`src/rtl/tdm_mux8_rr_if.sv`:
```
// -----------------------------------------------------------------------------
// tdm_mux8_rr_if
// Bundle of the eight valid/ready input lanes and the single tagged output
// stream of the 8:1 round-robin merge multiplexer.
//
//   in_data   [8*WIDTH] lane i word at bits [i*WIDTH +: WIDTH]
//   in_valid  [8]       lane i holds a word
//   in_ready  [8]       lane i word accepted this cycle (one-hot or zero)
//   y         [WIDTH]   registered output word
//   sel       [3]       registered source lane index of y
//   y_valid   [1]       y/sel valid
//   y_ready   [1]       downstream accepts y this cycle
//
// slave  : the multiplexer side
// master : the side feeding lanes and consuming the merged stream
// -----------------------------------------------------------------------------
interface tdm_mux8_rr_if #(
    parameter int WIDTH = 8
);
    logic [8*WIDTH-1:0] in_data;
    logic [7:0]         in_valid;
    logic [7:0]         in_ready;
    logic [WIDTH-1:0]   y;
    logic [2:0]         sel;
    logic               y_valid;
    logic               y_ready;

    modport slave (
        input  in_data,
        input  in_valid,
        output in_ready,
        output y,
        output sel,
        output y_valid,
        input  y_ready
    );

    modport master (
        output in_data,
        output in_valid,
        input  in_ready,
        input  y,
        input  sel,
        input  y_valid,
        output y_ready
    );
endinterface

```
`src/rtl/tdm_mux8_rr.sv`:
```
// -----------------------------------------------------------------------------
// tdm_mux8_rr
// Eight-lane round-robin merge multiplexer. Words from the granted lane are
// captured into a single-entry output register together with their 3-bit
// source index, so the output can drive a 1:8 demux directly.
//
//   clk    : rising-edge clock
//   rst_n  : asynchronous active-low reset
//   bus    : tdm_mux8_rr_if.slave (lanes in, tagged stream out)
// -----------------------------------------------------------------------------
module tdm_mux8_rr #(
    parameter int WIDTH = 8
) (
    input  logic              clk,
    input  logic              rst_n,
    tdm_mux8_rr_if.slave      bus
);
    logic [WIDTH-1:0] y_r;
    logic [2:0]       sel_r;
    logic             y_valid_r;
    logic [2:0]       ptr_r;

    logic             load_s;
    logic             any_valid_s;
    logic [2:0]       grant_idx_s;
    logic [7:0]       grant_vec_s;
    logic [WIDTH-1:0] grant_data_s;

    // Register can accept a new word when it is empty or being drained now.
    assign load_s = ~y_valid_r | bus.y_ready;

    // Round-robin search: first valid lane starting at ptr, wrapping mod 8.
    always_comb begin
        any_valid_s = 1'b0;
        grant_idx_s = 3'd0;
        for (int k = 0; k < 8; k++) begin
            if (!any_valid_s && bus.in_valid[ptr_r + 3'(k)]) begin
                any_valid_s = 1'b1;
                grant_idx_s = ptr_r + 3'(k);
            end else begin
                any_valid_s = any_valid_s;
            end
        end
    end

    // One-hot grant; forced to zero while reset is asserted.
    always_comb begin
        grant_vec_s = 8'h00;
        if (any_valid_s && load_s && rst_n) begin
            grant_vec_s[grant_idx_s] = 1'b1;
        end else begin
            grant_vec_s = 8'h00;
        end
    end

    // Granted lane's word; only feeds the register, never an output directly.
    assign grant_data_s = bus.in_data[grant_idx_s*WIDTH +: WIDTH];

    // Output register and priority pointer.
    always_ff @(posedge clk or negedge rst_n) begin
        if (!rst_n) begin
            y_r       <= '0;
            sel_r     <= 3'd0;
            y_valid_r <= 1'b0;
            ptr_r     <= 3'd0;
        end else if (load_s) begin
            if (any_valid_s) begin
                y_r       <= grant_data_s;
                sel_r     <= grant_idx_s;
                y_valid_r <= 1'b1;
                ptr_r     <= grant_idx_s + 3'd1;
            end else begin
                // Nothing to load: register empties, contents and pointer hold.
                y_valid_r <= 1'b0;
            end
        end else begin
            // Backpressure: everything holds.
            y_valid_r <= y_valid_r;
        end
    end

    assign bus.in_ready = grant_vec_s;
    assign bus.y        = y_r;
    assign bus.sel      = sel_r;
    assign bus.y_valid  = y_valid_r;

endmodule

```
`src/flat_wrapper.sv`:
```
// flat-port wrapper written by rule: the top's interface ports become plain ports
module tdm_mux8_rr_flat 
#(
    parameter int WIDTH = 8
)
  (clk, rst_n, bus_in_data, bus_in_valid, bus_in_ready, bus_y, bus_sel, bus_y_valid, bus_y_ready);
  tdm_mux8_rr_if #(.WIDTH(WIDTH)) bus_i ();
  input  logic clk;
  input  logic rst_n;
  input wire logic [$bits(bus_i.in_data)-1:0] bus_in_data;
  input wire logic [$bits(bus_i.in_valid)-1:0] bus_in_valid;
  output wire logic [$bits(bus_i.in_ready)-1:0] bus_in_ready;
  output wire logic [$bits(bus_i.y)-1:0] bus_y;
  output wire logic [$bits(bus_i.sel)-1:0] bus_sel;
  output wire logic [$bits(bus_i.y_valid)-1:0] bus_y_valid;
  input wire logic [$bits(bus_i.y_ready)-1:0] bus_y_ready;
  assign bus_i.in_data = bus_in_data;
  assign bus_i.in_valid = bus_in_valid;
  assign bus_in_ready = bus_i.in_ready;
  assign bus_y = bus_i.y;
  assign bus_sel = bus_i.sel;
  assign bus_y_valid = bus_i.y_valid;
  assign bus_i.y_ready = bus_y_ready;
  tdm_mux8_rr #(.WIDTH(WIDTH)) u_core (.clk(clk), .rst_n(rst_n), .bus(bus_i));
endmodule
```
`config.mk`:
```
export PLATFORM = sky130hd
export DESIGN_NAME = tdm_mux8_rr_flat
export DESIGN_NICKNAME = d
export VERILOG_FILES = /design/src/rtl/tdm_mux8_rr_if.sv /design/src/rtl/tdm_mux8_rr.sv /design/src/flat_wrapper.sv
export SDC_FILE = /design/constraint.sdc
export NUM_CORES = 1
export LEC_CHECK = 0
export ABC_AREA = 0
export CORE_MARGIN = 5
export CORE_UTILIZATION = 35
export CTS_BUF_LIST = sky130_fd_sc_hd__clkbuf_4
export DETAILED_ROUTE_END_ITERATION = 12
export HOLD_SLACK_MARGIN = 0.02
export MAX_ROUTING_LAYER = met4
export PLACE_DENSITY = 0.69
export SKIP_LAST_GASP = 1
export SYNTH_ARGS = -nofsm -noshare
export SYNTH_HDL_FRONTEND = slang
export SYNTH_SLANG_ARGS = --single-unit
```
`constraint.sdc`:
```
create_clock -name clk -period 5.7 [get_ports clk]
set_clock_uncertainty 0.1 [all_clocks]
set_input_delay 0.855 -clock clk [delete_from_list [all_inputs] [get_ports clk]]
set_output_delay 0.855 -clock clk [all_outputs]
set_load 0.005 [all_outputs]
```
==> flow_summary.yaml, run 1 <==
# generated from flow reports
clock_network:
  cts.path.max_buffers: 2
  ctsHoldBuffers: 0
  h_tree_lvls: 1
  clock_tree.root_cell: "sky130_fd_sc_hd__clkbuf_4"
  cts_tree: "done"
final_layout:
  layout.non_clock_inverters: 7
  largest_reg_flops: 8
  drive_gt1_share_pct: 14.5
  most_numerous_logic_cells_after_layout: "sky130_fd_sc_hd__clkdlybuf4s50_1 (94), sky130_fd_sc_hd__mux2i_1 (24), sky130_fd_sc_hd__mux4_2 (19)"
  dominant_cells: "logic gates"
  layout_top_cell_excl_fill_tap: "sky130_fd_sc_hd__clkdlybuf4s50_1"
  stdcell_count: 378
  area_share_nonclk_buffers_pct: 31.9
  multiInputCombCellCount: 175
  layout.non_clock_buffers: 102
  combGateArea_um2: 1620
  clock_tree_area_fraction_pct: 0.876
  regArea_um2: 375
  comb_share_pct: 51.5
  design.final.nets: 381
worst_setup_path:
  worst-r2r-cell-count: 13
  critical_path.slowest_cell: "sky130_fd_sc_hd__mux4_2"
  timing.critical_path.fanout_max: 8
  cp-startpoint: "bus_in_valid[0]"
  critical_path_cell_count: 10
  critical_path.reg2reg.startpoint: "u_core.ptr_r[0]$_DFFE_PN0P_"
  cp-end-kind: "primary output"
  critPathRequiredTime_ns: 4.74
  crit_path_category: "input port to primary output"
timing:
  maxSlewHeadroom_pct: 51.1
  totalNegativeSetupSlack_ns: 0
  setup_ws_post_layout_ns: 0.400
  hold_slack_ns: 0.384
  maxClockFrequency_mhz: 189
  setup_viol_count_final: 0
logic_synthesis:
  most_common_cell_in_the_netlist: "sky130_fd_sc_hd__mux2i_1"
  synth_area_per_cell_um2: 9.90
  postSynthSeqShare_pct: 17.8
  synthArstFlopShare_pct: 100
  yosys.area_share.simple_pct: 12.9
  xor_share_pct: 2.49
  ys_sh_adder_pct: 1.19
  synth.yosys.warnings: 0
  yosys_register_bits: 15
  yosys_most_used_dff: "sky130_fd_sc_hd__dfrtp_1"
  ys_cells: 213
  post-synth-top-area-cell: "sky130_fd_sc_hd__mux4_2"
  enable_flop_cells: 0
  synthesis.instances: 213
  synth.comb.largest_family: "multiplexers"
  yosysUniqueCellTypes: 56
min_path:
  hold_path_startpoint: "u_core.bus.sel[2]$_DFFE_PN0P_"
  worst_hold_path.num_cells: 2
  hold-path-endpoint: "u_core.bus.sel[2]$_DFFE_PN0P_"
placed_design:
  pre_cts_ws_ns: 0.412
  placed_cells_incl_taps: 374
  placed_inst_area_um2: 3110
  place.gp.congestion: 0.946
global_route:
  grt_remaining_overflow: 0
  met1_usage_pct: 20.2
  grt_antenna_before_repair: 0
  grt_use_total_pct: 16.1
  globalRoute.busiestLayer: "met2"
run:
  stage_log_warnings: 27
  cap_viol_max_count: 0
floorplanning:
  die_y_um: 87.6
  tapCellCount: 75
  dieArea_um2: 7680
  chipWidth_um: 87.6
outcome:
  run_status: "complete, no violations"
routing:
  met3WireLength_um: 256
  drtAntennaViolNets: 0
  routed_wire_length_per_instance_um: 16.8
  wl_on_met1_um: 2740
  firstDrtPassIters: 4
Fig. 1: run 1, close-up of the layout
Region (38, 38) to (88, 88) µm. Cells in grey, sequential cells in the stronger grey; small squares are vias.
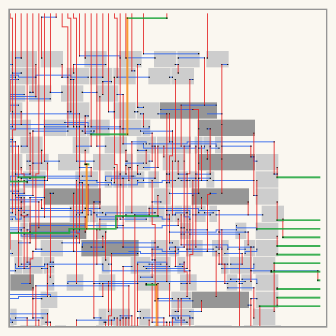
met3: marked green. met4: marked orange. met2: marked red. met1: marked blue.
Netlist names of flops here include `u_core.bus.sel` (3), `u_core.bus.y` (2), `u_core.ptr_r` (2). Sequential cells in the window: 8. Most frequent: clkdlybuf4s50_1 (35). 119 logic cells have their middle in the window.

Fig. 2: run 1, clock routing
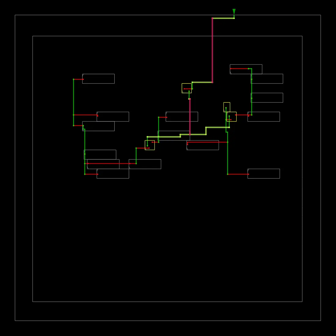
total number of sequential cells: 15
Sinks on Clock Net: 15
count of clock buffers in the final design: 3
clock latency at the later pin of the worst-skew pair: 0.29 ns

Fig. 3: run 1, cell classes on the final placement
(6 px per µm)
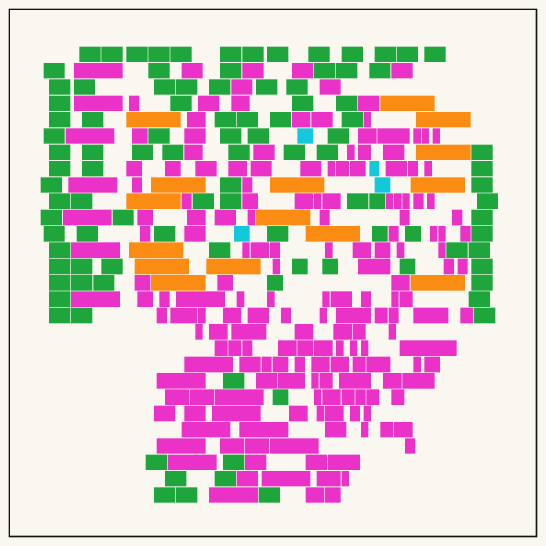
flip-flops: marked orange, cells 15, share of their area 12%. other buffers and delay cells: marked green, cells 102, share of their area 33%. all other logic: marked magenta, cells 182, share of their area 54%. clock drivers and dummy loads: marked cyan, cells 4, share of their area 0.90%.
flop share of the area: 11.9%
core outline area: 5890 µm²
Finished Core Util: 53.4%
Rows: 28
Non-Filler Cell Area, Final: 3140 µm²

Fig. 4: run 1, the metal 3 layer
(6 px per µm) Cells faint in the background.
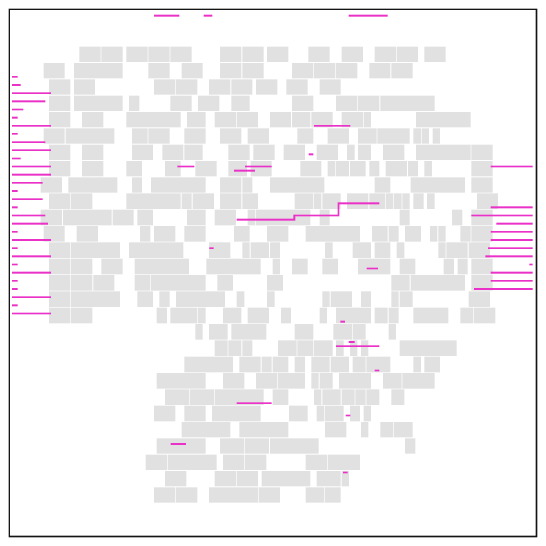
54 nets have wire on it. The longest straight run is 9.90 µm. The layer holds 4.0% of the routed length. The layer carries 256 µm of wire. The wires run mostly horizontal.
count of vias placed by the detailed router: 2,097
met3 track demand over resource: 1.51%
Final Routed Wirelength: 6370 µm

==> run 2, diff against run 1 <==
--- a/config.mk
+++ b/config.mk
@@ -8,7 +8,6 @@
 export ABC_AREA = 0
 export CORE_MARGIN = 5
 export CORE_UTILIZATION = 35
-export CTS_BUF_LIST = sky130_fd_sc_hd__clkbuf_4
 export DETAILED_ROUTE_END_ITERATION = 12
 export HOLD_SLACK_MARGIN = 0.02
 export MAX_ROUTING_LAYER = met4
Fig. 5: run 2, the metal 3 layer
(6 px per µm) Cells faint in the background.
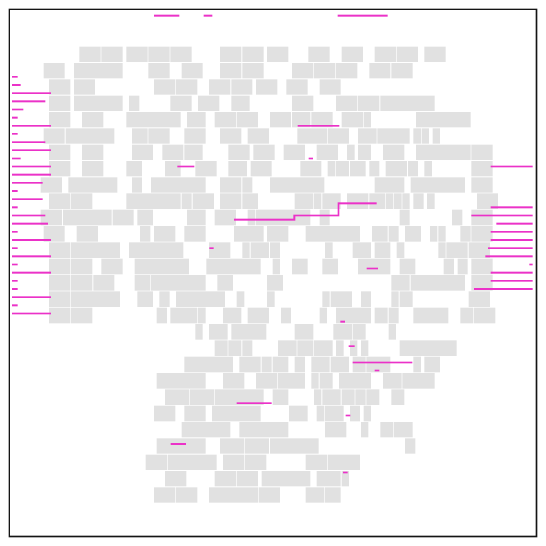
met3 track demand over resource: 1.79%
Final Routed Wirelength: 6350 µm

Fig. 6: run 2, clock routing
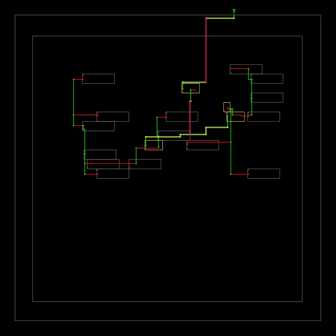
Num CTS Buffers: 3

==> flow_summary.yaml, run 2 <==
# generated from flow reports
final_layout:
  regArea_um2: 375
  most_numerous_logic_cells_after_layout: "sky130_fd_sc_hd__clkdlybuf4s50_1 (94), sky130_fd_sc_hd__mux2i_1 (24), sky130_fd_sc_hd__mux4_2 (19)"
  design.seq.count: 15
  layout_top_cell_excl_fill_tap: "sky130_fd_sc_hd__clkdlybuf4s50_1"
  clock_tree_area_fraction_pct: 1.46
  comb_share_pct: 51.2
  combGateArea_um2: 1620
  drive_gt1_share_pct: 14.5
  largest_reg_flops: 8
  dominant_cells: "logic gates"
  design.final.nets: 381
  clkbuf_count: 3
  area_share_nonclk_buffers_pct: 31.7
placed_design:
  placed_inst_area_um2: 3110
  placed_cells_incl_taps: 374
  pre_cts_ws_ns: 0.412
clock_network:
  ctsHoldBuffers: 0
  h_tree_lvls: 1
  clock_tree.root_cell: "sky130_fd_sc_hd__clkbuf_8"
  clock.latency.late_pin_ns: 0.25
  cts_tree: "done"
  sinks_on_clock_net: 15
logic_synthesis:
  xor_share_pct: 2.49
  yosys_register_bits: 15
  yosysUniqueCellTypes: 56
  synthArstFlopShare_pct: 100
  synth.comb.largest_family: "multiplexers"
  post-synth-top-area-cell: "sky130_fd_sc_hd__mux4_2"
  most_common_cell_in_the_netlist: "sky130_fd_sc_hd__mux2i_1"
  synth.yosys.warnings: 0
  postSynthSeqShare_pct: 17.8
worst_setup_path:
  cp-startpoint: "bus_in_valid[0]"
  timing.critical_path.fanout_max: 8
  cp-end-kind: "primary output"
  crit_path_category: "input port to primary output"
  worst-r2r-cell-count: 13
  critical_path.slowest_cell: "sky130_fd_sc_hd__mux4_2"
timing:
  setup_viol_count_final: 0
  hold_slack_ns: 0.377
  maxClockFrequency_mhz: 189
  totalNegativeSetupSlack_ns: 0
routing:
  routed-via-count: 2097
  wl_on_met1_um: 2720
  drtAntennaViolNets: 0
  firstDrtPassIters: 4
min_path:
  hold_path_startpoint: "u_core.bus.sel[2]$_DFFE_PN0P_"
  worst_hold_path.num_cells: 2
floorplanning:
  tapCellCount: 75
  dieArea_um2: 7680
  core-area_um2: 5890
global_route:
  met1_usage_pct: 20.2
  grt_antenna_before_repair: 0
  globalRoute.busiestLayer: "met2"
outcome:
  run_status: "complete, no violations"
run:
  cap_viol_max_count: 0
